Fig. 1: routed metal, one colour a layer
Scale bar: 20 um. Only two layers are drawn.
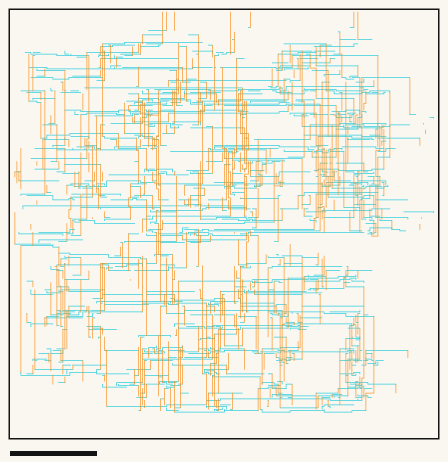
Fig. 2: clock wiring as the flow saved it
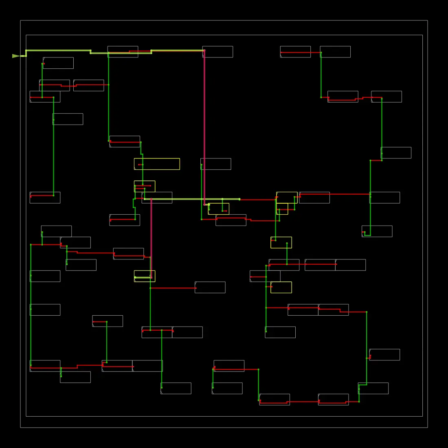
Fig. 3: supply network
Scale bar: 20 um. Pins as bars on the die edge.
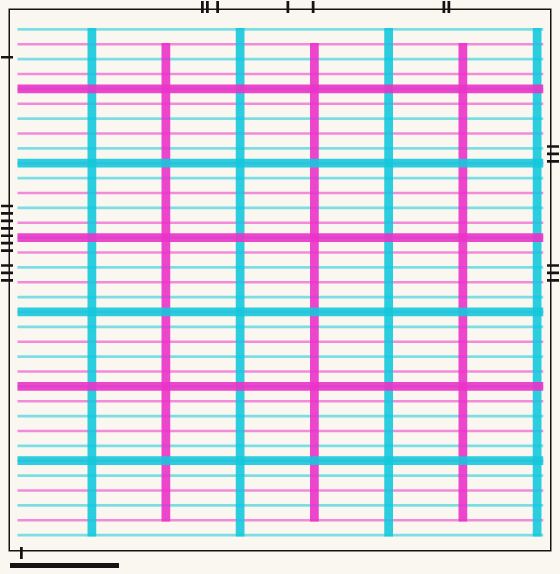
Fig. 4: met3 routing
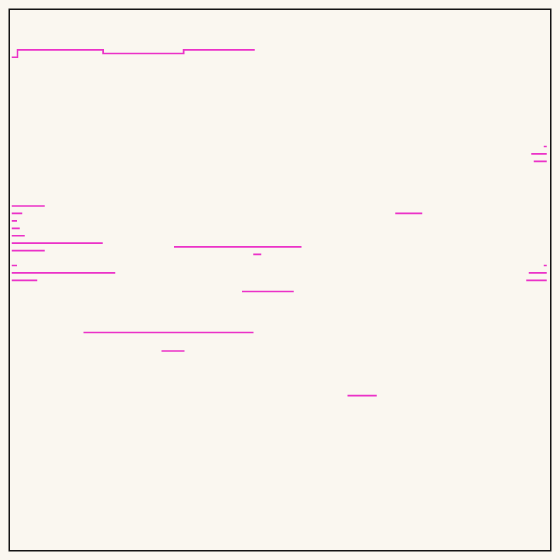
Fig. 5: metal 2
Scale bar: 20 um.
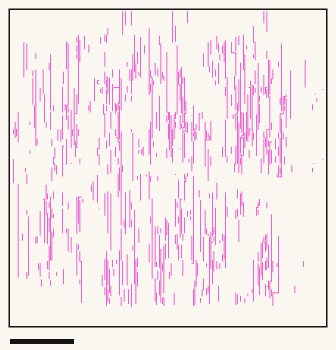
[config.mk]
export PLATFORM = sky130hd
export DESIGN_NAME = wm_phase_timer
export DESIGN_NICKNAME = d
export VERILOG_FILES = /design/src/rtl/wm_timer_pkg.sv /design/src/rtl/wm_tick_prescaler.sv /design/src/rtl/wm_phase_timer.sv
export SDC_FILE = /design/constraint.sdc
export NUM_CORES = 1
export LEC_CHECK = 0
export CAP_MARGIN = 30
export CELL_PAD_IN_SITES_DETAIL_PLACEMENT = 0
export CELL_PAD_IN_SITES_GLOBAL_PLACEMENT = 2
export CORE_UTILIZATION = 30
export CTS_CLUSTER_DIAMETER = 30
export DETAILED_ROUTE_END_ITERATION = 8
export GPL_TIMING_DRIVEN = 1
export PLACE_DENSITY_LB_ADDON = 0.1
export RECOVER_POWER = 25
export SKIP_LAST_GASP = 1
export SLEW_MARGIN = 20
export SYNTH_ARGS = -nofsm -noshare
export SYNTH_HDL_FRONTEND = slang
export SYNTH_SLANG_ARGS = --single-unit
[constraint.sdc]
create_clock -name clk -period 2.8 [get_ports clk]
set_input_delay 0.42 -clock clk [delete_from_list [all_inputs] [get_ports clk]]
set_output_delay 0.42 -clock clk [all_outputs]
set_load 0.01 [all_outputs]
[src/rtl/wm_timer_pkg.sv]
// Purpose : shared types and duration table for the washing-machine phase timer.
// Latency : n/a (types, constants and a mode decoder only).
// Backpressure: n/a.
package wm_timer_pkg;

    typedef enum logic [1:0] {
        T_IDLE  = 2'd0,
        T_RUN   = 2'd1,
        T_PAUSE = 2'd2,
        T_DONE  = 2'd3
    } tstate_e;

    typedef enum logic [1:0] {
        QUICK  = 2'd0,
        NORMAL = 2'd1,
        HEAVY  = 2'd2
    } mode_e;

    typedef enum logic [1:0] {
        SOAK  = 2'd0,
        WASH  = 2'd1,
        RINSE = 2'd2,
        SPIN  = 2'd3
    } phase_e;

    // Phase durations in ticks, indexed [mode][phase] (soak, wash, rinse, spin).
    localparam int unsigned DUR_TBL [3][4] = '{
        '{2,  4, 2, 2},   // QUICK
        '{4,  8, 4, 4},   // NORMAL
        '{8, 16, 6, 6}    // HEAVY
    };

    // Heaviest selected mode wins; nothing selected falls back to QUICK.
    function automatic mode_e mode_decode(input logic m1, input logic m2, input logic m3);
        mode_e m;
        m = QUICK;
        if (m3) begin
            m = HEAVY;
        end else if (m2) begin
            m = NORMAL;
        end else if (m1) begin
            m = QUICK;
        end
        return m;
    endfunction

endpackage

[src/rtl/wm_tick_prescaler.sv]
// Purpose : divides clk down to a one-cycle tick every TICK_DIV enabled cycles.
// Latency : tick is combinational on the last count; count updates on the clk edge.
// Backpressure: en = 0 freezes the count; clr restarts it (clr wins over en).
// Ports: clk, rst (sync, active-high), en, clr in; tick out.
// Build option WM_FAST_SIM_EN: tick follows en directly (every enabled cycle is a tick).
module wm_tick_prescaler #(
    parameter int TICK_DIV = 50_000_000
) (
    input  logic clk,
    input  logic rst,
    input  logic en,
    input  logic clr,
    output logic tick
);

`ifdef WM_FAST_SIM_EN
    assign tick = en;
`else
    localparam int CW = (TICK_DIV > 2) ? $clog2(TICK_DIV) : 1;
    localparam logic [CW-1:0] LAST = CW'(TICK_DIV - 1);

    logic [CW-1:0] cnt_q;
    logic [CW-1:0] cnt_d;

    assign tick = en && (cnt_q == LAST);

    always_comb begin
        cnt_d = cnt_q;
        if (clr) begin
            cnt_d = '0;
        end else if (en) begin
            cnt_d = (cnt_q == LAST) ? '0 : cnt_q + 1'b1;
        end
    end

    always_ff @(posedge clk) begin
        if (rst) begin
            cnt_q <= '0;
        end else begin
            cnt_q <= cnt_d;
        end
    end
`endif

endmodule

[src/rtl/wm_phase_timer.sv]
// Purpose : per-phase completion timer (soak/wash/rinse/spin) for the washer control FSM.
// Latency : remaining loads 1 cycle after an enable rises; timer_* rises 1 cycle after the last tick.
// Backpressure: lid open pauses the count; cancel or enable drop aborts to idle.
// Ports: clk, rst (sync, active-high); soak_en/wash_en/rinse_en/spin_en, mode1..3, lid, cancel in;
//        timer_soak/wash/rinse/spin, remaining[CNT_W], running, err (sticky) out.
// Build option WM_FAST_SIM_EN: prescaler bypassed, every running cycle is a tick.
module wm_phase_timer
    import wm_timer_pkg::*;
#(
    parameter int TICK_DIV = 50_000_000,
    parameter int CNT_W    = 8
) (
    input  logic             clk,
    input  logic             rst,
    input  logic             soak_en,
    input  logic             wash_en,
    input  logic             rinse_en,
    input  logic             spin_en,
    input  logic             mode1,
    input  logic             mode2,
    input  logic             mode3,
    input  logic             lid,
    input  logic             cancel,
    output logic             timer_soak,
    output logic             timer_wash,
    output logic             timer_rinse,
    output logic             timer_spin,
    output logic [CNT_W-1:0] remaining,
    output logic             running,
    output logic             err
);

    // Table lookup truncated to the counter width; a zero result becomes 1 so a phase never
    // completes without at least one tick.
    function automatic logic [CNT_W-1:0] dur_of(input mode_e m, input phase_e p);
        logic [CNT_W-1:0] d;
        d = CNT_W'(DUR_TBL[m][p]);
        if (d == '0) begin
            d    = '0;
            d[0] = 1'b1;
        end
        return d;
    endfunction

    tstate_e          state_q, state_d;
    logic [CNT_W-1:0] rem_q, rem_d;
    phase_e           phase_q, phase_d;
    mode_e            mode_q, mode_d;
    logic             err_q, err_d;
    logic [3:0]       timer_q, timer_d;
    logic [3:0]       en_prev_q, en_prev_d;

    logic [3:0] en_vec;
    logic       illegal;
    logic       single_rise;
    phase_e     single_ph;
    logic       cur_en;
    logic       presc_en;
    logic       load;
    logic       tick;

    assign en_vec  = {spin_en, rinse_en, wash_en, soak_en};
    // More than one bit set: clearing the lowest set bit leaves something behind.
    assign illegal = (en_vec & (en_vec - 4'd1)) != 4'd0;
    assign cur_en  = en_vec[phase_q];

    always_comb begin
        single_ph = SOAK;
        case (en_vec)
            4'b0010: single_ph = WASH;
            4'b0100: single_ph = RINSE;
            4'b1000: single_ph = SPIN;
            default: single_ph = SOAK;
        endcase
    end

    // Exactly one enable high and that one just rose.
    assign single_rise = !illegal && ((en_vec & ~en_prev_q) != 4'd0);

    // The prescaler advances whenever the count would be live this cycle, including the
    // cycle that resumes from pause, so a lid opening delays completion by exactly the
    // number of cycles it was open.
    assign presc_en = ((state_q == T_RUN) || (state_q == T_PAUSE)) &&
                      cur_en && !cancel && !lid && !illegal;

    wm_tick_prescaler #(
        .TICK_DIV (TICK_DIV)
    ) u_prescaler (
        .clk  (clk),
        .rst  (rst),
        .en   (presc_en),
        .clr  (load),
        .tick (tick)
    );

    always_comb begin
        state_d   = state_q;
        rem_d     = rem_q;
        phase_d   = phase_q;
        mode_d    = mode_q;
        err_d     = err_q;
        en_prev_d = en_vec;
        timer_d   = '0;
        load      = 1'b0;

        // Mode is captured only when soak starts; later selector changes are ignored.
        if (soak_en && !en_prev_q[0]) begin
            mode_d = mode_decode(mode1, mode2, mode3);
        end

        if (illegal) begin
            err_d   = 1'b1;
            state_d = T_IDLE;
            rem_d   = '0;
        end else begin
            case (state_q)
                T_IDLE: begin
                    rem_d = '0;
                    if (single_rise) begin
                        load    = 1'b1;
                        phase_d = single_ph;
                        rem_d   = dur_of(mode_d, single_ph);
                        state_d = T_RUN;
                    end
                end
                T_RUN, T_PAUSE: begin
                    if (!cur_en || cancel) begin
                        state_d = T_IDLE;
                        rem_d   = '0;
                    end else if (lid) begin
                        state_d = T_PAUSE;
                    end else begin
                        state_d = T_RUN;
                        if (tick) begin
                            if (rem_q <= CNT_W'(1)) begin
                                rem_d   = '0;
                                state_d = T_DONE;
                            end else begin
                                rem_d = rem_q - 1'b1;
                            end
                        end
                    end
                end
                T_DONE: begin
                    rem_d = '0;
                    if (!cur_en) begin
                        state_d = T_IDLE;
                    end
                end
                default: begin
                    state_d = T_IDLE;
                    rem_d   = '0;
                end
            endcase
        end

        // Completion level is registered: it appears the cycle after entering T_DONE and
        // drops the cycle after the enable falls.
        if ((state_q == T_DONE) && (state_d == T_DONE)) begin
            timer_d[phase_q] = 1'b1;
        end
    end

    always_ff @(posedge clk) begin
        if (rst) begin
            state_q   <= T_IDLE;
            rem_q     <= '0;
            phase_q   <= SOAK;
            mode_q    <= QUICK;
            err_q     <= 1'b0;
            timer_q   <= '0;
            en_prev_q <= '0;
        end else begin
            state_q   <= state_d;
            rem_q     <= rem_d;
            phase_q   <= phase_d;
            mode_q    <= mode_d;
            err_q     <= err_d;
            timer_q   <= timer_d;
            en_prev_q <= en_prev_d;
        end
    end

    assign timer_soak  = timer_q[0];
    assign timer_wash  = timer_q[1];
    assign timer_rinse = timer_q[2];
    assign timer_spin  = timer_q[3];
    assign remaining   = rem_q;
    assign running     = (state_q == T_RUN);
    assign err         = err_q;

endmodule

==> impl_metrics.csv <==
group,metric,value,unit
status,outcome,"complete, no violations",
place,dp_hpwl,5.12,mm
route,dr.pass1.iters,4,
synth,yosys_cells,335,
synth,async_flop_share,0,%
synth,synthMuxAreaShare,2.58,%
synth,synthSimpleGateAreaFrac,30.5,%
floorplanning,die_area,0.00975,mm^2
power,seqPwrFrac,49.8,%
critical_path,worst_ep_required_time,3040,ps
sta,rsz0062_at_grt,"false",
synth,aoi_share,17.8,%
synth,yosysChipArea,0.00281,mm^2
power,internal_power,1.07,mW
sta,fin_ws,298,ps
sta,relSlewSlack,61.2,%
critical_path,r2r_cells,8,
synth,edf_count,0,
cts,cts-htree-levels,2,
run,cap_violations,0,
critical_path,slowest_delay,500,ps
route,drt_iter0_drc,86,
power,p_leak,1.25,nW
sta,fin_setup_tns,0,ps
critical_path,r2r_end,"u_prescaler.cnt_q[22]$_SDFFE_PP0N_",
critical_path,critical-path-slowest-cell,"clkdlybuf4s50_1",
critical_path,critPathCapture,"u_prescaler.cnt_q[22]$_SDFFE_PP0N_",
grt,grt_max_degree,26,
critical_path,path_class,"input port to flip-flop",
synth,synth.distinct_cells,54,
synth,top_area_share,34.9,%
critical_path,cp_cell_sequence,"clkdlybuf4s50_1, nor4b_2, a21bo_1, and3b_1, nand3_1, buf_4, or4_1, a21oi_1",
cts,cts_tree,"done",
synth,syn_nets,357,
cts,hold_buffers,0,
power,p_comb_share,11.8,%
route,drt-vias-per-instance,5.19,
sta,post-route-min-period,2500,ps
finish,syn_to_final_growth,21.3,%
run,warnings,34,
floorplanning,pin_count,25,
synth,ys_sh_adder,4.90,%
synth,ys_seq_share,34.9,%
sta,finalClockPeriodUsage,89.4,%
cts,cts_buffers,5,
floorplanning,rows,34,
grt,antenna_found_initial,0,
synth,synth_area_leader_cell,"dfxtp_1",
cts,cts_buffer_depth,2,
grt,gr-total-overflow,0,
cts,clock-sinks,49,
finish,fillCellCount,930,
finish,layout.nets,395,
min_path,hold_depth,2,
place,place_congestion,0.757,
cts,clk_pin_slew,100,ps
min_path,min_path_type,"flip-flop to flip-flop",
synth,syn-cell-area,0.00281,mm^2
power,power_switching,0.351,mW
grt,grt_pass1_wl,11.8,mm
finish,multiInputGateArea,0.00168,mm^2
cts,postCtsSetupBuffers,0,
cts,cts_resized,0,
synth,postSynthCellCount,335,
critical_path,cp_max_fo,14,
grt,grt_pass1_vias,2396,
synth,ys_warn_count,0,
power,p_clk_share,38.4,%
sta,clock.fmax,0.400,GHz
place,place_ws,-54.1,ps
cts,root_buffer,"clkbuf_8",
place,placed_cells,474,
sta,finalSetupViolations,0,
finish,stdcell_count,482,
power,swShare,24.7,%
sta,maxSlewViolCount,0,
critical_path,r2r_start,"state_q[1]$_SDFF_PP0_",
synth,synth_flops,49,
synth,syn_area_per_cell,8.38,um^2
synth,logic_family,"simple AND/OR/NAND/NOR gates",
finish,regArea,981,um^2
critical_path,worst-r2r-setup-slack,500,ps
sta,finalHoldViolations,0,
synth,top_cells_by_area,"dfxtp_1, a21oi_1, ha_1",
critical_path,end_kind,"flip-flop",
finish,drive_above_1_share,11.8,%
min_path,worstHoldStart,"err$_SDFFE_PP0P_",
route,route.detailed.drc,0,
About Fig. 1:
- cyan: met1 (wire length 3820 um)
- orange: met2 (wire length 2880 um)
via count: 2500
Wirelength per Cell: 14.4 um

About Fig. 2:
Clock group: 0.546 mW
Fin Clk Skew: 4.57 ps
worst skew pair latency: 300 ps
Flops: 49

About Fig. 3:
- magenta: VDD
- cyan: VSS
- rows: 34
- met4 straps: 7
- met1 rails: 35
- signal pins: 25
- met5 straps: 6
die height: 98.7 um
Die X: 98.7 um
worst vdd ir: 203 uV
Core ar.: 0.00889 mm^2

About Fig. 4:
- share of all routed wire: 2.8%
- longest straight run: 30.8 um

About Fig. 5:
- main direction: vertical
- longest straight run: 29.2 um
- wire length on this layer: 2880 um
- nets with wire on the layer: 311
routed wire length: 6.95 mm
met2 GRT Util: 22.2%

[cells by family after synthesis]
logic type,after synthesis
adders and majority gates,11
AOI/OAI and AO/OA,77
buffers and inverters,32
DFF,49
and+or+nand+nor,147
xor gates and xnor gates,13
muxes,6
[critical path: cells and delay by family]
family                 cells  cell delay [ps]
AND-OR/OR-AND              2              310
AND/OR/NAND/NOR            4             1290
buffers and inverters      2              710
[layout by cell type (no fill, tap or decap), types with 2 or more instances in the layout]
cell,count
xor2_1,7
nor2b_1,7
o21ai_0,14
mux2i_1,5
a311oi_1,2
o2bb2ai_1,2
o22ai_1,2
dfxtp_1,49
nand4_1,12
and2_1,7
xnor2_1,6
and4_1,4
o31ai_1,7
nor4_1,3
a21oi_1,32
inv_1,14
or4_1,6
or3_1,12
nand2_1,16
clkdlybuf4s50_1,14
nor2_1,26
nand4b_1,2
o211ai_1,4
nor3b_1,3
or2_2,3
nand2b_1,7
ha_1,11
nand3_1,16
buf_4,24
clkbuf_8,6
and3_1,7
and3b_1,2
nor3_1,8
dlygate4sd3_1,9
[cell usage after synthesis (all sizes together) (2+ instances only)]
library cell   n
dfxtp         49
a21oi         33
nor2          26
nand2         16
nand3         16
inv           14
o21ai         14
nand4         13
or3           12
ha            11
buf           10
clkbuf         8
nor3           8
and2           7
and3           7
nand2b         7
nor2b          7
o31ai          7
or4            7
xor2           7
xnor2          6
mux2i          5
and4           4
nor3b          4
o211ai         4
nor4           3
or2            3
a311oi         2
a31oi          2
and3b          2
nand4b         2
nor4b          2
o22ai          2
o2bb2ai        2
o311ai         2
[stage by stage]
stage	hold slack, ps	util [%]	area [um^2]	total power [mW]
3_3_place_gp	435	37.0	3290	0.897
5_1_grt	494	38.3	3400	1.50
2_1_floorplan	453	-	2810	0.822
4_1_cts	455	38.3	3410	1.45
6_report	446	38.3	3400	1.42
3_5_place_dp	439	37.0	3290	0.897
[metal layers]
metal	global-route usage, %	share of wire [%]	up-vias
met1	22.7	55	1170
met4	3.79	0.81	0
met5	0	0	-
met3	2.84	2.8	4
li1	-	-	1297
met2	22.2	42	29
[sequential cells by signal (all words and copies together) (netlist names)]
signal             flops
u_prescaler.cnt_q     26
mode_q                 2
err                    1
remaining              8
en_prev_q              4
timer_q                4
state_q                2
phase_q                2
[power by group through the flow]
stage	clock network (mW)	registers (mW)	logic [mW]
6_report	0.546	0.709	0.169
5_1_grt	0.604	0.711	0.187
4_1_cts	0.566	0.709	0.172
3_5_place_dp	0	0.726	0.172
3_3_place_gp	0	0.725	0.172
2_1_floorplan	0	0.725	0.0976
[cell type report]
class                      count  area share (%)
tap                          108            3.97
inverter                      14            1.54
sequential                    49            28.8
multi-input combinational    254            49.4
clock buffer                   6            2.43
clock inverter                 2            1.10
timing repair buffer          49            12.8
Power and IR drop assume default switching activity.
